**Run 1: floorplan with the power grid**

The bar under the picture is 50 µm long. Pins as bars on the die edge. Tap cells in grey.
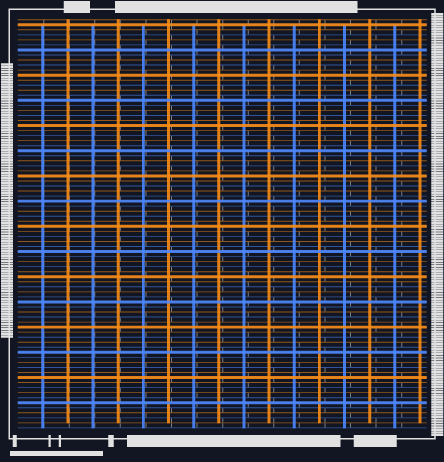
**Run 1: placed cells, one colour a class**

The bar under the picture is 50 µm long.
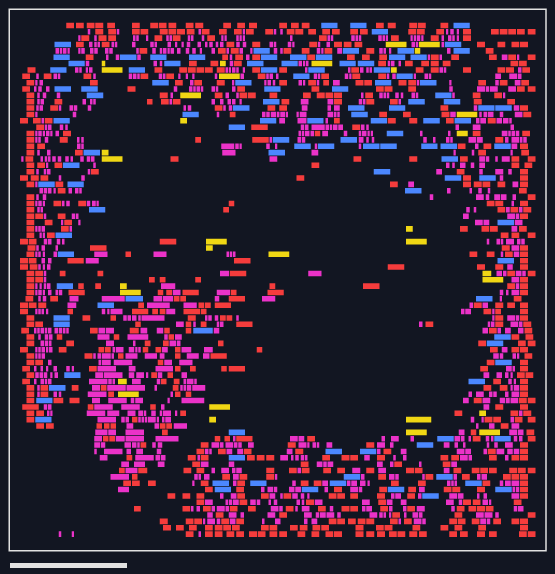
**Run 1: clock network drawn from the DEF**

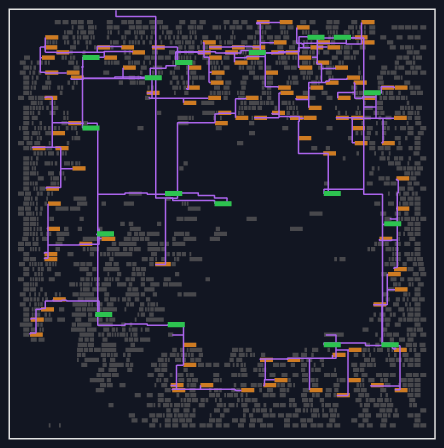
--- config.mk ---
export PLATFORM = sky130hd
export DESIGN_NAME = cgra_mem_arbiter
export DESIGN_NICKNAME = d
export VERILOG_FILES = /design/src/rtl/cgra_mem_arbiter.sv
export SDC_FILE = /design/constraint.sdc
export NUM_CORES = 1
export LEC_CHECK = 0
export CORE_AREA = 4 4 225 227
export CTS_CLUSTER_DIAMETER = 50
export CTS_CLUSTER_SIZE = 20
export DETAILED_ROUTE_END_ITERATION = 10
export DIE_AREA = 0 0 229 231
export HOLD_SLACK_MARGIN = 0.15
export PLACE_DENSITY = 0.58
export SLEW_MARGIN = 20
export SYNTH_ARGS = -nofsm -noshare
export SYNTH_HDL_FRONTEND = slang
export SYNTH_SLANG_ARGS = --single-unit
export TNS_END_PERCENT = 1
--- constraint.sdc ---
create_clock -name clk_i -period 4.4 [get_ports clk_i]
set_input_delay 0.88 -clock clk_i [delete_from_list [all_inputs] [get_ports clk_i]]
set_output_delay 0.88 -clock clk_i [all_outputs]
set_load 0.1 [all_outputs]
--- src/rtl/cgra_mem_arbiter.sv ---
// Round-robin arbiter that shares one AXI4-Lite master port between per-node
// read and write engines, running exactly one AXI transaction at a time.
module cgra_mem_arbiter #(
  parameter int NUM_READ   = 4,
  parameter int NUM_WRITE  = 4,
  parameter int ADDR_WIDTH = 32,
  parameter int DATA_WIDTH = 32
) (
  input  logic                            clk_i,
  input  logic                            rst_ni,
  input  logic [NUM_READ-1:0]             rd_req_i,
  input  logic [NUM_READ*ADDR_WIDTH-1:0]  rd_addr_i,
  output logic [NUM_READ-1:0]             rd_gnt_o,
  output logic [NUM_READ-1:0]             rd_rvalid_o,
  output logic [DATA_WIDTH-1:0]           rd_rdata_o,
  output logic                            rd_err_o,
  input  logic [NUM_WRITE-1:0]            wr_req_i,
  input  logic [NUM_WRITE*ADDR_WIDTH-1:0] wr_addr_i,
  input  logic [NUM_WRITE*DATA_WIDTH-1:0] wr_data_i,
  output logic [NUM_WRITE-1:0]            wr_gnt_o,
  output logic [NUM_WRITE-1:0]            wr_done_o,
  output logic                            wr_err_o,
  output logic                            idle_o,
  output logic [ADDR_WIDTH-1:0]           m_aw_addr_o,
  output logic                            m_aw_valid_o,
  input  logic                            m_aw_ready_i,
  output logic [DATA_WIDTH-1:0]           m_w_data_o,
  output logic [DATA_WIDTH/8-1:0]         m_w_strb_o,
  output logic                            m_w_valid_o,
  input  logic                            m_w_ready_i,
  input  logic [1:0]                      m_b_resp_i,
  input  logic                            m_b_valid_i,
  output logic                            m_b_ready_o,
  output logic [ADDR_WIDTH-1:0]           m_ar_addr_o,
  output logic                            m_ar_valid_o,
  input  logic                            m_ar_ready_i,
  input  logic [DATA_WIDTH-1:0]           m_r_data_i,
  input  logic [1:0]                      m_r_resp_i,
  input  logic                            m_r_valid_i,
  output logic                            m_r_ready_o
);

  localparam int TOTAL = NUM_READ + NUM_WRITE;
  localparam int IDX_W = (TOTAL > 1) ? $clog2(TOTAL) : 1;

  localparam logic [2:0] ST_IDLE   = 3'd0;
  localparam logic [2:0] ST_RD_AR  = 3'd1;
  localparam logic [2:0] ST_RD_R   = 3'd2;
  localparam logic [2:0] ST_WR_AWW = 3'd3;
  localparam logic [2:0] ST_WR_B   = 3'd4;

  logic [2:0]            state_q, state_d;
  logic [IDX_W-1:0]      last_q, last_d;
  logic [IDX_W-1:0]      id_q, id_d;
  logic [ADDR_WIDTH-1:0] addr_q, addr_d;
  logic [DATA_WIDTH-1:0] wdata_q, wdata_d;
  logic [DATA_WIDTH-1:0] rdata_q, rdata_d;
  logic                  aw_valid_q, aw_valid_d;
  logic                  w_valid_q, w_valid_d;
  logic [NUM_READ-1:0]   rd_rvalid_q, rd_rvalid_d;
  logic                  rd_err_q, rd_err_d;
  logic [NUM_WRITE-1:0]  wr_done_q, wr_done_d;
  logic                  wr_err_q, wr_err_d;

  logic [TOTAL-1:0]      req_all;
  logic                  win_found;
  logic [IDX_W-1:0]      win_idx;
  logic                  win_is_wr;
  logic [ADDR_WIDTH-1:0] win_addr;
  logic [DATA_WIDTH-1:0] win_data;

  assign req_all = {wr_req_i, rd_req_i};

  // Writes sit above reads in one index space; search starts just past the last winner.
  always_comb begin
    int         cand;
    logic [IDX_W-1:0] cand_idx;
    // NOTE: every combinational output gets a default first so no path leaves it unassigned (no latch).
    cand      = 0;
    cand_idx  = '0;
    win_found = 1'b0;
    win_idx   = last_q;
    for (int off = 1; off <= TOTAL; off++) begin
      cand     = (int'(last_q) + off) % TOTAL;
      cand_idx = IDX_W'(cand);
      if (!win_found && req_all[cand_idx]) begin
        win_found = 1'b1;
        win_idx   = cand_idx;
      end
    end
  end

  always_comb begin
    win_addr  = '0;
    win_data  = '0;
    win_is_wr = (int'(win_idx) >= NUM_READ);
    for (int i = 0; i < NUM_READ; i++) begin
      if (win_idx == IDX_W'(i)) win_addr = rd_addr_i[i*ADDR_WIDTH +: ADDR_WIDTH];
    end
    for (int j = 0; j < NUM_WRITE; j++) begin
      if (win_idx == IDX_W'(NUM_READ + j)) begin
        win_addr = wr_addr_i[j*ADDR_WIDTH +: ADDR_WIDTH];
        win_data = wr_data_i[j*DATA_WIDTH +: DATA_WIDTH];
      end
    end
  end

  always_comb begin
    state_d     = state_q;
    last_d      = last_q;
    id_d        = id_q;
    addr_d      = addr_q;
    wdata_d     = wdata_q;
    rdata_d     = rdata_q;
    aw_valid_d  = aw_valid_q;
    w_valid_d   = w_valid_q;
    rd_rvalid_d = '0;
    rd_err_d    = 1'b0;
    wr_done_d   = '0;
    wr_err_d    = 1'b0;
    rd_gnt_o    = '0;
    wr_gnt_o    = '0;

    case (state_q)
      ST_IDLE: begin
        if (win_found) begin
          last_d = win_idx;
          id_d   = win_idx;
          addr_d = win_addr;
          for (int i = 0; i < NUM_READ; i++)  rd_gnt_o[i] = (win_idx == IDX_W'(i));
          for (int j = 0; j < NUM_WRITE; j++) wr_gnt_o[j] = (win_idx == IDX_W'(NUM_READ + j));
          if (win_is_wr) begin
            wdata_d    = win_data;
            aw_valid_d = 1'b1;
            w_valid_d  = 1'b1;
            state_d    = ST_WR_AWW;
          end else begin
            state_d = ST_RD_AR;
          end
        end
      end
      ST_RD_AR: begin
        if (m_ar_ready_i) state_d = ST_RD_R;
      end
      ST_RD_R: begin
        if (m_r_valid_i) begin
          rdata_d  = m_r_data_i;
          rd_err_d = m_r_resp_i[1];
          for (int i = 0; i < NUM_READ; i++) rd_rvalid_d[i] = (id_q == IDX_W'(i));
          state_d  = ST_IDLE;
        end
      end
      ST_WR_AWW: begin
        // AW and W retire independently; leave once neither is still pending.
        if (m_aw_ready_i) aw_valid_d = 1'b0;
        if (m_w_ready_i)  w_valid_d  = 1'b0;
        if (!aw_valid_d && !w_valid_d) state_d = ST_WR_B;
      end
      ST_WR_B: begin
        if (m_b_valid_i) begin
          wr_err_d = m_b_resp_i[1];
          for (int j = 0; j < NUM_WRITE; j++) wr_done_d[j] = (id_q == IDX_W'(NUM_READ + j));
          state_d  = ST_IDLE;
        end
      end
      default: state_d = ST_IDLE;
    endcase
  end

  // NOTE: sequential state uses non-blocking assignments only, so every flop samples pre-edge values.
  always_ff @(posedge clk_i) begin
    if (!rst_ni) begin
      state_q     <= ST_IDLE;
      last_q      <= IDX_W'(TOTAL - 1);
      id_q        <= '0;
      addr_q      <= '0;
      wdata_q     <= '0;
      rdata_q     <= '0;
      aw_valid_q  <= 1'b0;
      w_valid_q   <= 1'b0;
      rd_rvalid_q <= '0;
      rd_err_q    <= 1'b0;
      wr_done_q   <= '0;
      wr_err_q    <= 1'b0;
    end else begin
      state_q     <= state_d;
      last_q      <= last_d;
      id_q        <= id_d;
      addr_q      <= addr_d;
      wdata_q     <= wdata_d;
      rdata_q     <= rdata_d;
      aw_valid_q  <= aw_valid_d;
      w_valid_q   <= w_valid_d;
      rd_rvalid_q <= rd_rvalid_d;
      rd_err_q    <= rd_err_d;
      wr_done_q   <= wr_done_d;
      wr_err_q    <= wr_err_d;
    end
  end

  assign idle_o       = (state_q == ST_IDLE);
  assign m_ar_valid_o = (state_q == ST_RD_AR);
  assign m_ar_addr_o  = addr_q;
  assign m_r_ready_o  = (state_q == ST_RD_R);
  assign m_aw_valid_o = aw_valid_q;
  assign m_aw_addr_o  = addr_q;
  assign m_w_valid_o  = w_valid_q;
  assign m_w_data_o   = wdata_q;
  assign m_w_strb_o   = '1;
  assign m_b_ready_o  = (state_q == ST_WR_B);
  assign rd_rvalid_o  = rd_rvalid_q;
  assign rd_rdata_o   = rdata_q;
  assign rd_err_o     = rd_err_q;
  assign wr_done_o    = wr_done_q;
  assign wr_err_o     = wr_err_q;

  // Only the error bit of each response matters; OKAY vs EXOKAY is irrelevant here.
  logic unused_resp;
  assign unused_resp = m_b_resp_i[0] ^ m_r_resp_i[0];

endmodule
==> impl_metrics.yaml, run 1 <==
# generated from flow reports
final_timing:
  fmax_mhz: 218
  finalWorstSetupSlack_ns: -0.183
  period_needed_ns: 4.58
  setup_tns_ns: -1.05
  setup_viol: 8
  final_max_slew_viol_count: 0
route:
  ant_nets: 0
  dr.pass1.iters: 5
synthesis:
  yosys_warnings: 0
  synth.cellmix.simpleShare: 0.239
  synth.distinct_cells: 64
  edf_count: 0
  synth_chip_area_um2: 8700
  synth_flops: 117
  ys_sh_xor: 0.00891
  synth_seq_share: 0.269
  aoi_share: 0.315
  synth-main-ff-cell: "dfxtp_1"
clocking:
  worstSkewPairLatency_ns: 0.47
  cts_root_buffer: "clkbuf_16"
  h-tree-depth: 4
  clk_path_buf_depth: 2
  cts.sinks: 117
  cts_buffers: 17
setup_path:
  crit_start: "wr_req_i[0]"
  slowest_delay_ns: 0.51
  r2r-start: "last_q[0]$_SDFFE_PN1P_"
  critPathRequiredTime_ns: 3.52
  cp_data_arrival_time_ns: 3.70
  reg2reg_slack_ns: 0.25
floorplan:
  ios: 591
  die_area_um2: 52900
global_route:
  grt_pass1_vias: 11700
  grt_pass1_wl_um: 71700
flow_run:
  maxCapViolations: 0
  tool_warnings: 32
finish:
  final_area_um2: 16400
status:
  status: "finished with violations"
  violations: "negative setup slack"
worst_hold_path:
  hold_class: "flop to flop"
place:
  placed_area_um2: 15600
## Picture notes: 'floorplan with the power grid'
Key: VDD = orange; VSS = blue
591 signal pins sit on the boundary. 82 met1 rails follow the rows. 16 straps on met5. 622 tap cells.
height of the die: 231 µm
chip width: 229 µm

## Picture notes: 'placed cells, one colour a class'
Key: flip-flops = blue [cells 117, share of their area 15%]; clock drivers and dummy loads = yellow [cells 32, share of their area 3.7%]; all other logic = magenta [cells 952, share of their area 38%]; other buffers and delay cells = red [cells 682, share of their area 44%]
Final Util: 0.338
sequential share of cell area: 0.143

## Picture notes: 'clock network drawn from the DEF'
Key: flip-flops = orange [count 117]; cells driving clock nets = green [count 17]; clock wires = purple [length 2,480 µm]
There are 18 routed clock nets. Position of the flops: spread over the die.
Worst Skew: 0.0177 ns

-- run 1: layout make-up --
cell class / count / area [µm²] / share of cell area
clock buffer: 18 / 439 / 0.0267
sequential: 117 / 2350 / 0.143
antenna: 1 / 2.50 / 0.000152
inverter: 10 / 42.5 / 0.00259
tap: 622 / 778 / 0.0474
timing repair buffer: 682 / 6830 / 0.416
multi-input combinational: 942 / 5840 / 0.356
clock inverter: 14 / 141 / 0.00861
-- run 1: metal layers --
metal  up-vias  global-route usage  wire length [µm]
met5         -                   0                 7
met4         2              0.0740              1640
met3        75              0.0499              3620
met2       528               0.310             24400
met1      5484               0.200             19300
li1       5497                   -                 -
-- run 1: cell usage after synthesis (4+ instances only) --
master      n  share of area
a22oi_1    34          0.029
dfxtp_1   117           0.27
o22ai_1     4         0.0029
a211oi_1   34          0.029
o211a_1    31          0.036
a21oi_1   171          0.098
nand2b_1    7         0.0050
o21ai_1    33          0.019
buf_6       4         0.0052
buf_1       7         0.0030
a221o_1    33          0.038
nor3_1     12         0.0069
o211ai_1   31          0.027
clkbuf_1   54          0.023
nor3b_1     4         0.0035
nand2_1   314           0.14
buf_4      49          0.042
nand3_1   106          0.061
o21ai_0     5         0.0029
nor2_1     25          0.011
mux2i_1    18          0.021
or3_1       4         0.0029
buf_2      38          0.022
inv_1       9         0.0039
mux4_2     14          0.036
-- run 1: worst max-delay path by stage --
stage,slack (ns),endpoint,depth (start not counted)
2_1_floorplan,-0.72,rd_gnt_o[1],15
3_3_place_gp,-0.51,rd_gnt_o[2],11
3_5_place_dp,-0.52,m_ar_addr_o[0]$_SDFFE_PN0P_,15
4_1_cts,-0.27,rd_gnt_o[2],12
5_1_grt,-0.31,rd_gnt_o[3],13
6_report,-0.18,rd_gnt_o[3],11
-- run 1: state kept, by name (all words and copies together), names as in the netlist, 3 cells and up --
name,flops
id_q,3
last_q,3
m_ar_addr_o,32
m_w_data_o,32
rd_rdata_o,32
rd_rvalid_o,4
state_q,3
wr_done_o,4
-- run 1: worst register-to-register path: cells and delay by family, from the launching register on --
kind / cells / cell delay, ns
adder cells (fa/ha/maj): 1 / 0.25
multiplexers: 1 / 0.27
AND-OR/OR-AND: 7 / 1.48
AND/OR/NAND/NOR: 1 / 0.10
buffers and inverters: 6 / 1.43
XOR/XNOR: 1 / 0.17
flip-flops: 1 / 0.33
-- run 1: placed cells by master (no fill, tap or decap), types with 3 or more instances in the layout --
cell	count
a221o_1	33
o21ai_1	33
clkbuf_16	17
nor3_4	8
dfxtp_1	115
buf_12	21
mux4_2	14
nor3_1	5
nor3b_1	4
mux2i_1	14
mux2_4	3
nor2_1	21
clkdlybuf4s50_1	570
o221a_2	3
clkinvlp_4	3
a211oi_1	33
o22ai_1	4
o21ai_0	4
mux2i_4	3
nor2_4	4
buf_4	85
a22oi_1	34
inv_1	7
o211ai_1	31
conb_1	4
nand2b_1	7
o211a_1	31
nand2_1	314
inv_6	6
a31oi_1	3
a21oi_1	169
nand3_1	104
**Run 1: placed standard cells**

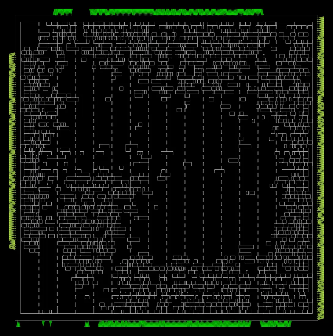

==> run 1 -> run 2 <==
CORE_AREA = 3 3 231 233   (was 4 4 225 227)
DIE_AREA = 0 0 234 236   (was 0 0 229 231)
MAX_ROUTING_LAYER = met4   (was unset)
PLACE_DENSITY = 0.56   (was 0.58)
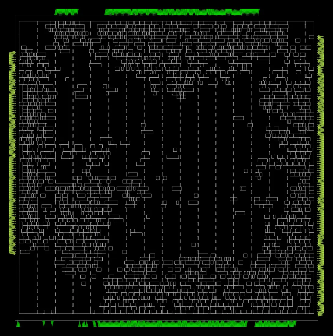
**Above:** run 2 (placed standard cells).
tap cells: 680
Final Util: 0.322
sequential share of cell area: 0.142
Filler Cell Count: 5,425
Cell Count, Final, Fillers Out: 2,474

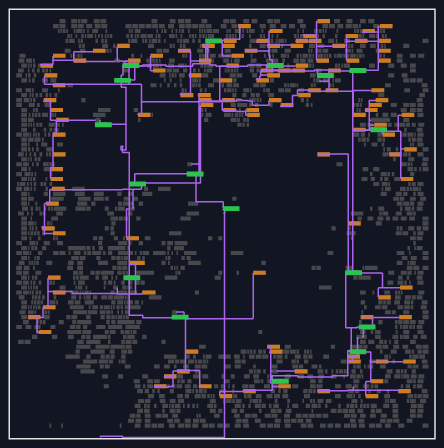
**Above:** run 2 (clock network drawn from the DEF).
Key: flip-flops = orange [count 117]; clock wires = purple [length 2,680 µm]; cells driving clock nets = green [count 17]
Position of the flops: spread over the die.

==> run 2 against run 1 <==
  * The run still ends with negative setup slack left
  * Die area is 4.4% higher
  * Via count hardly changed
  * Hold slack better by 0.0017 ns
==> impl_metrics.yaml, run 2 <==
# generated from flow reports
route:
  dr.pass1.iters: 5
  ant_nets: 0
synthesis:
  area_leaders: "dfxtp_1 (27%), nand2_1 (14%), a21oi_1 (9.8%)"
  synth_chip_area_um2: 8700
  synth_seq_share: 0.269
  top_area_frac: 0.269
  syn_area_um2: 8700
  edf_count: 0
  yosys_warnings: 0
  synth-main-ff-cell: "dfxtp_1"
  most_common_cell: "nand2_1"
  yosys.area.top_type: "dfxtp_1"
  synth.distinct_cells: 64
  common_cells: "nand2_1 (314), a21oi_1 (171), dfxtp_1 (117), nand3_1 (106), clkbuf_1 (54)"
  synth_flops: 117
  synth_area_per_cell_um2: 7.15
setup_path:
  reg2reg_slack_ns: 0.23
  endpoint_kind: "primary output"
  crit_family: "multiplexers"
  slowest_delay_ns: 0.49
  critPathRequiredTime_ns: 3.52
  cp_data_arrival_time_ns: 3.66
flow_run:
  tool_warnings: 32
  maxCapViolations: 0
finish:
  final_area_um2: 16600
  mi_logic_area_um2: 5820
  seq_area_um2: 2350
  layout_top_cell: "clkdlybuf4s50_1"
  lay_top_cells: "clkdlybuf4s50_1 (567), nand2_1 (314), a21oi_1 (169)"
place:
  hpwl_um: 37900
  io_buffers: 584
  placed_area_um2: 15800
status:
  status: "finished with violations"
  violations: "negative setup slack"
final_timing:
  fmax_mhz: 220
  final_max_slew_viol_count: 0
  setup_tns_ns: -0.862
  setup_viol: 8
  period_needed_ns: 4.54
  skew_ns: 0.0295
  finalWorstSetupSlack_ns: -0.142
clocking:
  h-tree-depth: 4
  cts_buffers: 17
  cts_root_buffer: "clkbuf_16"
  cts.sinks: 117
  clk_path_buf_depth: 2
  worstSkewPairLatency_ns: 0.48
floorplan:
  die_area_um2: 55200
  ios: 591
  die_width_um: 234
  die_h_um: 236
global_route:
  grt_pass1_wl_um: 70900
  grt_pass1_vias: 11400
worst_hold_path:
  hold_class: "flop to flop"
-- run 2: cell counts after synthesis --
Identical to the previous run, type by type.
-- run 2: layer usage --
metal / GRT usage / part of all wire / routed length, µm / up-vias
li1: - / - / - / 5510
met1: 0.198 / 0.40 / 19500 / 5537
met2: 0.305 / 0.51 / 25200 / 485
met3: 0.0407 / 0.073 / 3590 / 46
met4: 0.0516 / 0.018 / 893 / 0
met5: - / 0 / 0 / -
-- run 2: kinds of logic after synthesis --
family,Yosys count,synth area share
AND/OR/NAND/NOR,487,0.239
flip-flops,117,0.269
XOR/XNOR,5,0.00891
other,1,0.000431
buffers and inverters,162,0.0999
multiplexers,38,0.0650
AND-OR/OR-AND,406,0.315
adder cells (fa/ha/maj),2,0.00287
-- run 2: worst paths after layout --
path,start,cells after the start,end
max,wr_req_i[3],11,rd_gnt_o[2]
min,m_w_data_o[30]$_SDFFE_PN0P_,2,m_w_data_o[30]$_SDFFE_PN0P_
max reg2reg,last_q[0]$_SDFFE_PN1P_,16,m_ar_addr_o[25]$_SDFFE_PN0P_
min reg2reg,m_w_data_o[30]$_SDFFE_PN0P_,2,m_w_data_o[30]$_SDFFE_PN0P_
-- run 2: what timing repair did --
item	4_1_cts	5_1_grt
gates resized	24	13
buffers inserted	11	1
pin swaps	11	7
hold buffers	0	0
gates cloned	0	0
hold endpoints to repair	0	0
setup endpoints to repair	8	8
-- run 2: final cells by class --
type                       count  area share
antenna                        2    0.000302
clock buffer                  17      0.0257
clock inverter                15     0.00936
inverter                      10     0.00257
multi-input combinational    942       0.351
sequential                   117       0.142
tap                          680      0.0513
timing repair buffer         691       0.418
-- run 2: worst min-delay path, cell delays in order, from the launching register on --
cell and delay [ns]:
dfxtp_1 0.31, nand2_1 0.05, a21oi_1 0.05
